File: src/rtl/arm_alu_pkg.sv
// Shared types and helpers for the ARM data-processing ALU.
// Flag vectors are ordered {C,N,V,Z}; the FLAG_* localparams give the bit positions.
package arm_alu_pkg;

    typedef enum logic [3:0] {
        OpAnd = 4'b0000,
        OpEor = 4'b0001,
        OpSub = 4'b0010,
        OpRsb = 4'b0011,
        OpAdd = 4'b0100,
        OpAdc = 4'b0101,
        OpSbc = 4'b0110,
        OpRsc = 4'b0111,
        OpTst = 4'b1000,
        OpTeq = 4'b1001,
        OpCmp = 4'b1010,
        OpCmn = 4'b1011,
        OpOrr = 4'b1100,
        OpMov = 4'b1101,
        OpBic = 4'b1110,
        OpMvn = 4'b1111
    } alu_op_t;

    localparam int unsigned FLAG_C = 3;
    localparam int unsigned FLAG_N = 2;
    localparam int unsigned FLAG_V = 1;
    localparam int unsigned FLAG_Z = 0;

    function automatic logic is_logical(input alu_op_t op);
        logic w_logic;
        unique case (op)
            OpAnd, OpEor, OpTst, OpTeq,
            OpOrr, OpMov, OpBic, OpMvn: w_logic = 1'b1;
            default:                    w_logic = 1'b0;
        endcase
        return w_logic;
    endfunction

endpackage

File: src/rtl/arm_alu_adder.sv
// WIDTH-bit adder shared by every arithmetic opcode of arm_alu.
// cout is the carry out of the WIDTH+1-bit sum; ovf is two's-complement overflow.
module arm_alu_adder #(
    parameter int unsigned WIDTH = 32
) (
    input  logic [WIDTH-1:0] x,
    input  logic [WIDTH-1:0] y,
    input  logic             cin,
    output logic [WIDTH-1:0] sum,
    output logic             cout,
    output logic             ovf
);

    logic [WIDTH:0] w_full;

    assign w_full = {1'b0, x} + {1'b0, y} + {{WIDTH{1'b0}}, cin};
    assign sum    = w_full[WIDTH-1:0];
    assign cout   = w_full[WIDTH];
    // Operands share a sign but the result's sign differs.
    assign ovf    = (x[WIDTH-1] == y[WIDTH-1]) && (w_full[WIDTH-1] != x[WIDTH-1]);

endmodule

File: src/rtl/arm_alu.sv
// ARM data-processing ALU: 16 opcodes, registered result and {C,N,V,Z} flags.
// Optional macro ALU_LOGIC_FLAGS_EN: logical ops set N and pass C/V through from CNVZI.
module arm_alu
    import arm_alu_pkg::*;
#(
    parameter int unsigned WIDTH = 32
) (
    input  logic             clk,
    input  logic             rst,
    input  logic [WIDTH-1:0] a,
    input  logic [WIDTH-1:0] b,
    input  logic [3:0]       ALUFUN,
    input  logic [3:0]       CNVZI,
    output logic [WIDTH-1:0] s,
    output logic [3:0]       CNVZO
);

    alu_op_t          w_op;
    logic [WIDTH-1:0] w_add_x;
    logic [WIDTH-1:0] w_add_y;
    logic             w_add_cin;
    logic [WIDTH-1:0] w_sum;
    logic             w_cout;
    logic             w_ovf;
    logic [WIDTH-1:0] w_result;
    logic [3:0]       w_flags;
    logic             w_cin;
    logic             w_unused_flags;

    logic [WIDTH-1:0] r_s;
    logic [3:0]       r_flags;

    assign w_op  = alu_op_t'(ALUFUN);
    assign w_cin = CNVZI[FLAG_C];
    // Only some incoming flag bits feed the default build.
    assign w_unused_flags = ^CNVZI;

    // Subtracts are expressed as x + ~y + carry so one adder serves all of them.
    always_comb begin
        w_add_x   = a;
        w_add_y   = b;
        w_add_cin = 1'b0;
        unique case (w_op)
            OpSub, OpCmp: begin
                w_add_y   = ~b;
                w_add_cin = 1'b1;
            end
            OpRsb: begin
                w_add_x   = b;
                w_add_y   = ~a;
                w_add_cin = 1'b1;
            end
            OpAdc: w_add_cin = w_cin;
            OpSbc: begin
                w_add_y   = ~b;
                w_add_cin = w_cin;
            end
            OpRsc: begin
                w_add_x   = b;
                w_add_y   = ~a;
                w_add_cin = w_cin;
            end
            default: ;
        endcase
    end

    arm_alu_adder #(
        .WIDTH (WIDTH)
    ) u_adder (
        .x    (w_add_x),
        .y    (w_add_y),
        .cin  (w_add_cin),
        .sum  (w_sum),
        .cout (w_cout),
        .ovf  (w_ovf)
    );

    always_comb begin
        w_result = w_sum;
        unique case (w_op)
            OpAnd, OpTst: w_result = a & b;
            OpEor, OpTeq: w_result = a ^ b;
            OpOrr:        w_result = a | b;
            OpMov:        w_result = b;
            OpBic:        w_result = a & ~b;
            OpMvn:        w_result = ~b;
            default:      ;
        endcase
    end

    always_comb begin
        w_flags = 4'b0000;
        if (is_logical(w_op)) begin
`ifdef ALU_LOGIC_FLAGS_EN
            w_flags[FLAG_C] = CNVZI[FLAG_C];
            w_flags[FLAG_N] = w_result[WIDTH-1];
            w_flags[FLAG_V] = CNVZI[FLAG_V];
`else
            w_flags[FLAG_C] = 1'b0;
            w_flags[FLAG_N] = 1'b0;
            w_flags[FLAG_V] = 1'b0;
`endif
        end else begin
            w_flags[FLAG_C] = w_cout;
            w_flags[FLAG_N] = w_result[WIDTH-1];
            w_flags[FLAG_V] = w_ovf;
        end
        w_flags[FLAG_Z] = ~|w_result;
    end

    always_ff @(posedge clk) begin
        if (rst) begin
            r_s     <= '0;
            r_flags <= 4'b0000;
        end else begin
            r_s     <= w_result;
            r_flags <= w_flags;
        end
    end

    assign s     = r_s;
    assign CNVZO = r_flags;

endmodule

File: config.mk
export PLATFORM = sky130hd
export DESIGN_NAME = arm_alu
export DESIGN_NICKNAME = d
export VERILOG_FILES = /design/src/rtl/arm_alu_pkg.sv /design/src/rtl/arm_alu_adder.sv /design/src/rtl/arm_alu.sv
export SDC_FILE = /design/constraint.sdc
export NUM_CORES = 1
export LEC_CHECK = 0
export ABC_AREA = 1
export CAP_MARGIN = 20
export CORE_MARGIN = 8
export CORE_UTILIZATION = 51
export CTS_CLUSTER_SIZE = 28
export DETAILED_ROUTE_END_ITERATION = 16
export PLACE_DENSITY = 0.8
export SYNTH_ARGS = -nofsm -noshare
export SYNTH_HDL_FRONTEND = slang
export SYNTH_HIERARCHICAL = 1
export SYNTH_SLANG_ARGS = --single-unit
File: constraint.sdc
create_clock -name clk -period 3.85 [get_ports clk]
set_input_delay 0.77 -clock clk [delete_from_list [all_inputs] [get_ports clk]]
set_output_delay 0.77 -clock clk [all_outputs]
set_load 0.005 [all_outputs]
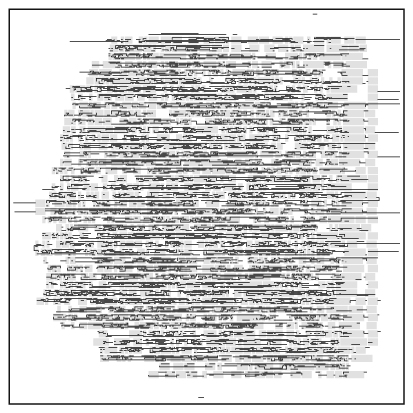
(images/m1.png)
(3 px per µm) Cells faint in the background.
longest straight run: 57.0 µm
nets with wire on the layer: 1489
Via Count: 9155
Detailed Route WL: 26300 µm

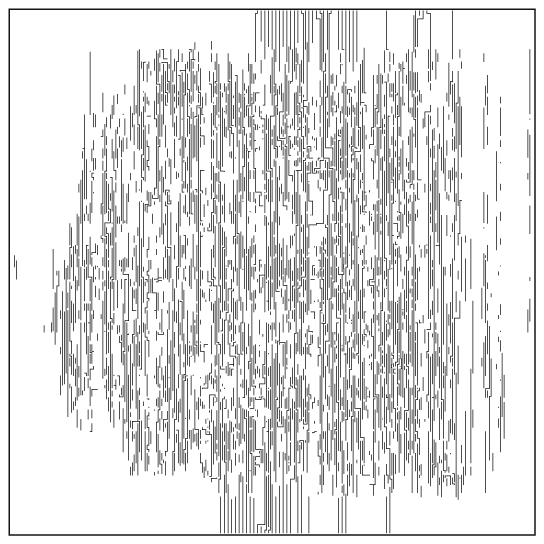
(images/m2.png)
(4 px per µm)
share of all routed wire: 45%
wire length on this layer: 11800 µm
main direction: vertical
met2 usage: 0.451

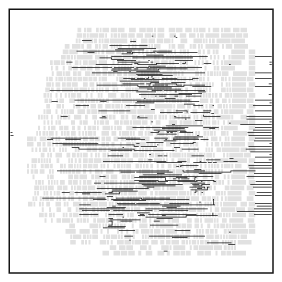
(images/m3.png)
(2 px per µm) Cells faint in the background.
main direction: horizontal
share of all routed wire: 11%
longest straight run: 57.5 µm
met3 Usage GRT: 0.0417

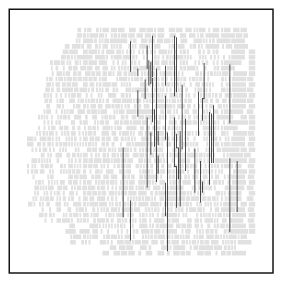
(images/m4.png)
(2 px per µm) Cells faint in the background.
nets with wire on the layer: 36
longest straight run: 59.2 µm
wire length on this layer: 915 µm

==> run_results.csv <==
group,metric,value,unit
outcome,status,"complete, no violations",
drt,wl_met1,10500,µm
die,pin_count,110,
logic_synthesis,most_common_cell,"nand2_1",
timing,finalSetupViolCount,0,
logic_synthesis,topCellsByArea,"nand2_1 (25%), ha_1 (12%), dfxtp_1 (11%)",
logic_synthesis,synthMuxAreaShare,0,
layout,ff_latch_area,721,µm²
drt,drc,0,
layout,clkCellAreaFrac,0.0153,
place,gp_congestion,0.982,
pwr,combPwrFrac,0.685,
global_routing,groute.usage.overall,0.288,
pwr,powerClk,0.391,mW
logic_synthesis,ys_async_sr_fraction,0,
layout,comb_share,0.569,
critical_path,critPathMaxFanout,6,
logic_synthesis,ys.flops,36,
layout,n_clock_buffer,8,
drt,ant_nets,0,
die,n_tap_cell,176,
logic_synthesis,fp_nets,1377,
timing,drv_slew,0,
pwr,pwr-share-seq,0.165,
pwr,vdd_ir_drop_max,152,µV
logic_synthesis,syn_inst,1238,
logic_synthesis,yosys_warnings,6,
timing,timing.slew.headroom,0.275,
pwr,p_sw,1.13,mW
layout,nNetsFinal,1605,
layout,design_area,9590,µm²
logic_synthesis,syn_area_per_cell,5.45,µm²
layout,flop-count,36,
==> placed cells by master (no fill, tap or decap), drive strengths merged, types with 18 or more instances in the layout <==
cell type,synthesis,routed
nand3,70,70
a21oi,41,41
nand2,474,474
dfxtp,36,36
ha,63,63
nand4,28,28
buf,27,158
xor2,18,18
inv,169,169
o21ai,86,86
o221ai,32,32
clkdlybuf4s50,0,100
nor2,126,126
==> timing repair <==
action / CTS / global route
resized: 19 / 101
setup endpoints to repair: 8 / 4
cloned: 0 / 3
pin swaps: 8 / 41
setup buffers: 2 / 15
hold endpoints to repair: 0 / 0
==> path summary, 6_finish.rpt <==
path	depth (start not counted)	end	start	slack (ns)
hold / removal	8	s[0]	b[0]	1.15
setup / recovery	24	CNVZO[0]	ALUFUN[0]	0.1
Power figures rest on the tool's default switching activity, not on a simulated workload.
